--- src/rtl/regfile_wb_if.sv ---
// Bundles the issue, writeback-request and register-file write signals of the writeback scheduler.
// The slave modport is the scheduler; the master modport is the issue stage, requesters and regfile.
interface regfile_wb_if #(
  parameter int DATA_W = 32,
  parameter int ADDR_W = 5
);
  logic              iss_valid;
  logic [ADDR_W-1:0] iss_rd;
  logic [ADDR_W-1:0] iss_rs1;
  logic [ADDR_W-1:0] iss_rs2;
  logic              iss_ready;

  logic              wb_a_valid;
  logic [ADDR_W-1:0] wb_a_address;
  logic [DATA_W-1:0] wb_a_data;
  logic              wb_a_ready;

  logic              wb_b_valid;
  logic [ADDR_W-1:0] wb_b_address;
  logic [DATA_W-1:0] wb_b_data;
  logic              wb_b_ready;

  logic              wr_enable;
  logic [ADDR_W-1:0] wr_address;
  logic [DATA_W-1:0] wr_data;
  logic [ADDR_W:0]   pending_cnt;
  logic              wb_orphan;

  modport master (
    output iss_valid, iss_rd, iss_rs1, iss_rs2,
    output wb_a_valid, wb_a_address, wb_a_data,
    output wb_b_valid, wb_b_address, wb_b_data,
    input  iss_ready, wb_a_ready, wb_b_ready,
    input  wr_enable, wr_address, wr_data, pending_cnt, wb_orphan
  );

  modport slave (
    input  iss_valid, iss_rd, iss_rs1, iss_rs2,
    input  wb_a_valid, wb_a_address, wb_a_data,
    input  wb_b_valid, wb_b_address, wb_b_data,
    output iss_ready, wb_a_ready, wb_b_ready,
    output wr_enable, wr_address, wr_data, pending_cnt, wb_orphan
  );
endinterface

--- src/rtl/regfile_wb_scheduler.sv ---
// Round-robin writeback arbiter for the integer register file with a registered write port
// and a per-register busy scoreboard that gates issue on RAW/WAW hazards and outstanding writes.
module regfile_wb_scheduler #(
  parameter int DATA_W      = 32,
  parameter int ADDR_W      = 5,
  parameter int MAX_PENDING = 4
) (
  input  logic        clk,
  input  logic        reset,
  regfile_wb_if.slave bus
);
  localparam int NREG = 1 << ADDR_W;
  localparam logic [ADDR_W:0] MAX_PEND = (ADDR_W+1)'(MAX_PENDING);
  localparam logic [ADDR_W:0] CNT_ONE  = (ADDR_W+1)'(1);
  localparam logic [ADDR_W-1:0] X0     = '0;

  typedef enum logic {GNT_A = 1'b0, GNT_B = 1'b1} grant_e;

  logic [NREG-1:0]   busy_q, busy_d;
  logic [ADDR_W:0]   pending_cnt_q, pending_cnt_d;
  grant_e            last_grant_q, last_grant_d;
  logic              wr_enable_q, wr_enable_d;
  logic [ADDR_W-1:0] wr_address_q, wr_address_d;
  logic [DATA_W-1:0] wr_data_q, wr_data_d;
  logic              wb_orphan_q, wb_orphan_d;

  logic              rs1_busy, rs2_busy, rd_busy, under_cap;
  logic              iss_ready, iss_fire, cnt_inc, cnt_dec;
  logic              grant_a, grant_b, grant_any;
  logic [ADDR_W-1:0] gnt_addr;
  logic [DATA_W-1:0] gnt_data;

  // Issue hazard check; x0 is never reported busy.
  always_comb begin
    rs1_busy  = (bus.iss_rs1 != X0) && busy_q[bus.iss_rs1];
    rs2_busy  = (bus.iss_rs2 != X0) && busy_q[bus.iss_rs2];
    rd_busy   = (bus.iss_rd  != X0) && busy_q[bus.iss_rd];
    under_cap = (pending_cnt_q < MAX_PEND);
    iss_ready = !rs1_busy && !rs2_busy && !rd_busy && under_cap;
    iss_fire  = bus.iss_valid && iss_ready;
  end

  // Round-robin: on contention the side that did not win last time is granted.
  always_comb begin
    grant_a   = bus.wb_a_valid && (!bus.wb_b_valid || (last_grant_q == GNT_B));
    grant_b   = bus.wb_b_valid && (!bus.wb_a_valid || (last_grant_q == GNT_A));
    grant_any = grant_a || grant_b;
    gnt_addr  = grant_b ? bus.wb_b_address : bus.wb_a_address;
    gnt_data  = grant_b ? bus.wb_b_data    : bus.wb_a_data;

    last_grant_d = last_grant_q;
    if (grant_a) begin
      last_grant_d = GNT_A;
    end else if (grant_b) begin
      last_grant_d = GNT_B;
    end
  end

  // Write stage: a grant to x0 is consumed but never enables the register file.
  always_comb begin
    wr_enable_d  = grant_any && (gnt_addr != X0);
    wr_address_d = wr_address_q;
    wr_data_d    = wr_data_q;
    if (grant_any) begin
      wr_address_d = gnt_addr;
      wr_data_d    = gnt_data;
    end
    wb_orphan_d = wb_orphan_q;
    if (grant_any && (gnt_addr != X0) && !busy_q[gnt_addr]) begin
      wb_orphan_d = 1'b1;
    end
  end

  // Scoreboard: commit clears at the regfile write edge, issue sets the new destination.
  always_comb begin
    cnt_inc = iss_fire && (bus.iss_rd != X0);
    cnt_dec = wr_enable_q && busy_q[wr_address_q];

    busy_d = busy_q;
    if (wr_enable_q) begin
      busy_d[wr_address_q] = 1'b0;
    end
    if (cnt_inc) begin
      busy_d[bus.iss_rd] = 1'b1;
    end
    busy_d[0] = 1'b0;

    unique case ({cnt_inc, cnt_dec})
      2'b10:   pending_cnt_d = pending_cnt_q + CNT_ONE;
      2'b01:   pending_cnt_d = pending_cnt_q - CNT_ONE;
      default: pending_cnt_d = pending_cnt_q;
    endcase
  end

  always_ff @(posedge clk) begin
    if (reset) begin
      busy_q        <= '0;
      pending_cnt_q <= '0;
      last_grant_q  <= GNT_B;
      wr_enable_q   <= 1'b0;
      wr_address_q  <= '0;
      wr_data_q     <= '0;
      wb_orphan_q   <= 1'b0;
    end else begin
      busy_q        <= busy_d;
      pending_cnt_q <= pending_cnt_d;
      last_grant_q  <= last_grant_d;
      wr_enable_q   <= wr_enable_d;
      wr_address_q  <= wr_address_d;
      wr_data_q     <= wr_data_d;
      wb_orphan_q   <= wb_orphan_d;
    end
  end

  assign bus.iss_ready   = iss_ready;
  assign bus.wb_a_ready  = grant_a;
  assign bus.wb_b_ready  = grant_b;
  assign bus.wr_enable   = wr_enable_q;
  assign bus.wr_address  = wr_address_q;
  assign bus.wr_data     = wr_data_q;
  assign bus.pending_cnt = pending_cnt_q;
  assign bus.wb_orphan   = wb_orphan_q;
endmodule
--- src/flat_wrapper.sv ---
// flat-port wrapper written by rule: the top's interface ports become plain ports
module regfile_wb_scheduler_flat 
#(
  parameter int DATA_W      = 32,
  parameter int ADDR_W      = 5,
  parameter int MAX_PENDING = 4
)
  (clk, reset, bus_iss_valid, bus_iss_rd, bus_iss_rs1, bus_iss_rs2, bus_wb_a_valid, bus_wb_a_address, bus_wb_a_data, bus_wb_b_valid, bus_wb_b_address, bus_wb_b_data, bus_iss_ready, bus_wb_a_ready, bus_wb_b_ready, bus_wr_enable, bus_wr_address, bus_wr_data, bus_pending_cnt, bus_wb_orphan);
  regfile_wb_if #(.DATA_W(DATA_W), .ADDR_W(ADDR_W)) bus_i ();
  input  logic clk;
  input  logic reset;
  input wire logic [$bits(bus_i.iss_valid)-1:0] bus_iss_valid;
  input wire logic [$bits(bus_i.iss_rd)-1:0] bus_iss_rd;
  input wire logic [$bits(bus_i.iss_rs1)-1:0] bus_iss_rs1;
  input wire logic [$bits(bus_i.iss_rs2)-1:0] bus_iss_rs2;
  input wire logic [$bits(bus_i.wb_a_valid)-1:0] bus_wb_a_valid;
  input wire logic [$bits(bus_i.wb_a_address)-1:0] bus_wb_a_address;
  input wire logic [$bits(bus_i.wb_a_data)-1:0] bus_wb_a_data;
  input wire logic [$bits(bus_i.wb_b_valid)-1:0] bus_wb_b_valid;
  input wire logic [$bits(bus_i.wb_b_address)-1:0] bus_wb_b_address;
  input wire logic [$bits(bus_i.wb_b_data)-1:0] bus_wb_b_data;
  output wire logic [$bits(bus_i.iss_ready)-1:0] bus_iss_ready;
  output wire logic [$bits(bus_i.wb_a_ready)-1:0] bus_wb_a_ready;
  output wire logic [$bits(bus_i.wb_b_ready)-1:0] bus_wb_b_ready;
  output wire logic [$bits(bus_i.wr_enable)-1:0] bus_wr_enable;
  output wire logic [$bits(bus_i.wr_address)-1:0] bus_wr_address;
  output wire logic [$bits(bus_i.wr_data)-1:0] bus_wr_data;
  output wire logic [$bits(bus_i.pending_cnt)-1:0] bus_pending_cnt;
  output wire logic [$bits(bus_i.wb_orphan)-1:0] bus_wb_orphan;
  assign bus_i.iss_valid = bus_iss_valid;
  assign bus_i.iss_rd = bus_iss_rd;
  assign bus_i.iss_rs1 = bus_iss_rs1;
  assign bus_i.iss_rs2 = bus_iss_rs2;
  assign bus_i.wb_a_valid = bus_wb_a_valid;
  assign bus_i.wb_a_address = bus_wb_a_address;
  assign bus_i.wb_a_data = bus_wb_a_data;
  assign bus_i.wb_b_valid = bus_wb_b_valid;
  assign bus_i.wb_b_address = bus_wb_b_address;
  assign bus_i.wb_b_data = bus_wb_b_data;
  assign bus_iss_ready = bus_i.iss_ready;
  assign bus_wb_a_ready = bus_i.wb_a_ready;
  assign bus_wb_b_ready = bus_i.wb_b_ready;
  assign bus_wr_enable = bus_i.wr_enable;
  assign bus_wr_address = bus_i.wr_address;
  assign bus_wr_data = bus_i.wr_data;
  assign bus_pending_cnt = bus_i.pending_cnt;
  assign bus_wb_orphan = bus_i.wb_orphan;
  regfile_wb_scheduler #(.DATA_W(DATA_W), .ADDR_W(ADDR_W), .MAX_PENDING(MAX_PENDING)) u_core (.clk(clk), .reset(reset), .bus(bus_i));
endmodule
--- config.mk ---
export PLATFORM = sky130hd
export DESIGN_NAME = regfile_wb_scheduler_flat
export DESIGN_NICKNAME = d
export VERILOG_FILES = /design/src/rtl/regfile_wb_if.sv /design/src/rtl/regfile_wb_scheduler.sv /design/src/flat_wrapper.sv
export SDC_FILE = /design/constraint.sdc
export NUM_CORES = 1
export LEC_CHECK = 0
export ABC_AREA = 0
export CAP_MARGIN = 20
export CORE_MARGIN = 1
export CORE_UTILIZATION = 50
export DETAILED_ROUTE_END_ITERATION = 10
export GPL_ROUTABILITY_DRIVEN = 0
export PLACE_DENSITY = 0.82
export SLEW_MARGIN = 20
export SYNTH_ARGS = -nofsm -noshare
export SYNTH_HDL_FRONTEND = slang
export SYNTH_SLANG_ARGS = --single-unit
export TNS_END_PERCENT = 5
--- constraint.sdc ---
create_clock -name clk -period 5.7 [get_ports clk]
set_input_delay 1.14 -clock clk [delete_from_list [all_inputs] [get_ports clk]]
set_output_delay 1.14 -clock clk [all_outputs]
set_load 0.03 [all_outputs]
Fig. 1: pin map
Drawn at 4 px/um. Pins as bars across the die edge, other pins in gray.
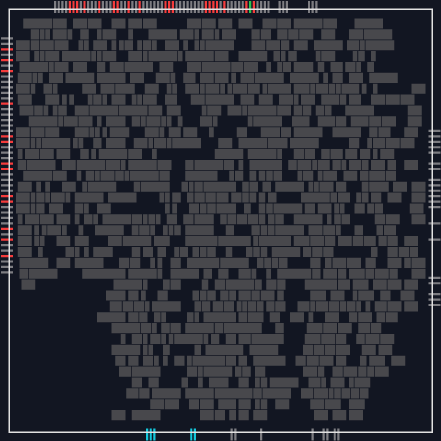
port	color	pins	direction	edge
bus_iss_rd	cyan	5	input	bottom
bus_wr_data	red	32	output	19 top, 13 left
bus_wb_a_valid	green	1	input	top
all pins by edge	65 top, 44 left, 20 right, 13 bottom
die width: 105.4 um
height of the die: 105.4 um
port bufs: 141

Fig. 2: placed standard cells
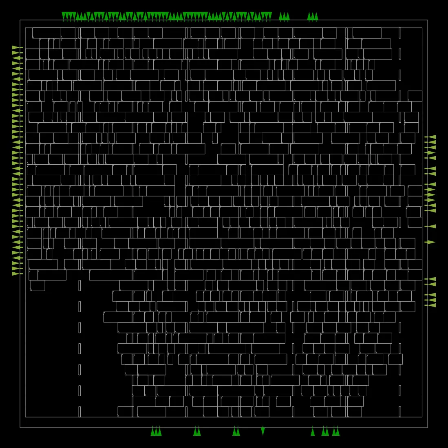
Flops: 77
tap cell count: 136
final design utilization: 67.30%
# rows: 37

Fig. 3: I/O nets highlighted
Drawn at 2 px/um.
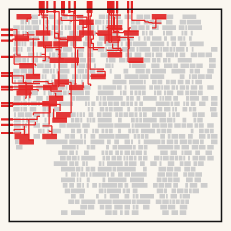
port	color	direction	end cells	buffers	wire
bus_wr_data	red	output	32	32	1040 um
Ports: 142

Fig. 4: wiring by layer
Drawn at 2 px/um. Only two layers are drawn.
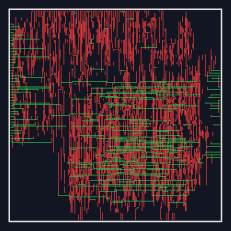
layer	color	wire length
metal 3	green	2080 um
metal 2	red	7870 um

==> results.txt <==
fresh numbers from the pnr run: outcome=completed, met2 wire length=7865 um, Sink Count=77, GRT busiest layer=met2, DR WL/cell=19.49 um, syn avg cell area=8.157 um^2, #MultiIn Comb=518, register area=1541 um^2, CTS clk-pin slew, worst paths=0.09 ns, Placed Instances=887, Final WS setup=0.4378 ns, Crit path max-delay family=buffers and inverters, Detailed Place HPWL=12350 um, met3 Usage GRT=9.338%, P_seq=0.000600 W, GR Layer Usage met2=49.81%, Critical Path AT=4.12 ns, combinational power share=26.8%, Final Cycle Share=92.32%, Max power group=sequential cells, DP Area=6724 um^2, met1 usage=38.56%, post-synthesis register bit count=77, DRC=0, WHS Endpoint=u_core.bus.wr_data[24]$_SDFFE_PP0P_, Clock net power=0.000447 W, mapped cell area=5343 um^2, worst slack, placed=0.2744 ns, CP max stage delay=0.88 ns, crit end category=output port, cell area power density=205.8 nW/um^2, M1 WL=6664 um, sw frac=31.38%, Buffers excl. clock=146, Skew-Pair Late Insertion Delay=0.35 ns, post-synthesis chip area from yosys=5343 um^2, MI comb area=3531 um^2, largest net degree at the start of global routing=80, CTS H-tree lvls=3, drt total wl=17600 um, Setup Skew=0.01299 ns, P&R area growth vs syn=30.05%, Clock Tree Buf Depth=2, Peak VDD IR=0.0001376 V, share of cells above drive strength 1=7.823%, synthesis warning total=0, count of final setup violators=0, Net Count, Synth=755, Max Clock Freq=190.0 MHz, Gate Count Post-Synth=655, antenna cells=0, nets=862, post-route cell area=6948 um^2, Hold Crit Depth=2, Worst EP required=4.56 ns, CTS Root Cell=clkbuf_8, R2R setup slack=1.44 ns, floorplan utilization=51.75%, class of the worst hold path=register to register, first-pass GRT wire length=28000 um, vias in the first global route=5615, Reg2Reg Depth=12, DRT Pass-1 Iters=5, number of distinct library cells after synthesis=64, vias per cell=6.378, nonclk inv count=10, Post-synth area hogs=dfxtp_1 29%, mux2i_1 7.5%, nor2_1 6.7%, register area share after synthesis=28.85%, logic share of the area=50.82%, Routed Antenna Nets=0, Final min period=5.262 ns, cts repair resizes=0, crit-path cells=clkdlybuf4s50_1 > mux2_2 > o311ai_0 > and3_1 > and4b_1 > and2_1 > clkdlybuf4s50_1, Clock-cell share=3.151%, Finished Layout Cells=903, P_comb=0.000383 W, ys flop type=dfxtp_1, CTS hold repair buffers=0, most frequent CP cell=clkdlybuf4s50_1, post-synth top area share=28.85%, Slew Limit Fails=0, number of enable flip-flop cells=0, Vias=5759, leakage=2.601 nW, crit path max fanout=14, P_sw=0.0004488 W, largest area contributor in the synthesized netlist=dfxtp_1, Clock buffer cells=12, top cells by count=96 x nor2_1, 77 x dfxtp_1, 63 x nand2_1, R2R Path End=u_core.bus.pending_cnt[5]$_SDFFE_PP0P_, Core Footprint=10320 um^2, Met3 Wirelength=2077 um, Least-Margin Pin Slew=0.8385 ns, Synth top cell by count=nor2_1, Setup TNS Final=0 ns, post-CTS setup buffer count=0, Pwr Total=0.001430 W, Min Hold Slack=0.4870 ns, sequential cell area share=22.19%, die area=11100 um^2, GRT Overall Usage=32.04%, largest cell class by area=multi-input combinational cells, RSZ-0062 raised after global routing=no, asr flop ratio synth=0%, DR top layer=met4, Maximum Capacitance Violations=0, hold_sp=u_core.bus.wr_data[24]$_SDFFE_PP0P_, initial antenna violation count=0, tool warnings=26, Slew Limit Headroom=44.10%, critical path class=primary input to output port, NonClk Buf Share=20.78%, TritonCTS Buffers=9, Clock power frac=31.2%, highest-delay cell along the critical path=clkdlybuf4s50_1, share of power burned in registers=42.0%, P_int=0.0009812 W, crit path buf inv count=2, Reg-to-Reg Start=u_core.bus.wr_address[0]$_SDFFE_PP0P_, Starting DRT DRC Count=568, total global routing overflow=0, Hold Vio Cnt, Final=0, filler instances=837, CTS tree=done, CP Launch Type=primary input, # Cells Yosys=655
sequential cells by signal, indices dropped and copies added, names as in the netlist:
signal	cells
u_core.bus.wb_orphan	1
u_core.busy_q	31
u_core.bus.pending_cnt	6
u_core.bus.wr_address	5
u_core.bus.wr_data	32
u_core.last_grant_q	1
u_core.bus.wr_enable	1
how the worst max path moves through the flow:
stage | to | start | slack (ns) | cells after the start
4_1_cts | bus_iss_ready | bus_iss_rs1[0] | 0.47 | 7
3_5_place_dp | u_core.bus.pending_cnt[5]$_SDFFE_PP0P_ | bus_iss_rs1[0] | 0.27 | 14
2_1_floorplan | u_core.bus.pending_cnt[5]$_SDFFE_PP0P_ | bus_iss_rs1[1] | 1.34 | 15
6_report | bus_iss_ready | bus_iss_rs1[0] | 0.44 | 7
5_1_grt | bus_iss_ready | bus_iss_rs1[0] | 0.36 | 7
3_3_place_gp | u_core.bus.pending_cnt[5]$_SDFFE_PP0P_ | bus_iss_rs1[0] | 0.46 | 15
cell families after synthesis:
logic type,after synthesis,synth area share [%]
AND-OR/OR-AND,136,17.47
adder cells (fa/ha/maj),6,1.546
buffers and inverters,60,5.152
multiplexers,71,17.45
flip-flops,77,28.85
AND/OR/NAND/NOR,301,28.88
XOR/XNOR,4,0.6559
layout by cell type, fill, tap and decap left out, types with 4 or more instances in the layout:
cell,instances
nor2_1,96
a211oi_1,20
a2111oi_0,4
and3_1,4
nand2_1,63
clkbuf_8,12
a311oi_1,10
nor3b_1,6
dfxtp_1,77
buf_4,5
a22oi_1,10
o31ai_1,14
nand3_1,15
o21ai_0,37
ha_1,5
mux2_2,15
nor2b_1,36
a21oi_1,15
nor4_1,23
inv_1,8
nand3b_1,23
mux2i_1,40
mux4_2,12
clkdlybuf4s50_1,140
or3_1,5
nand2b_1,8
Power and IR drop assume default switching activity.
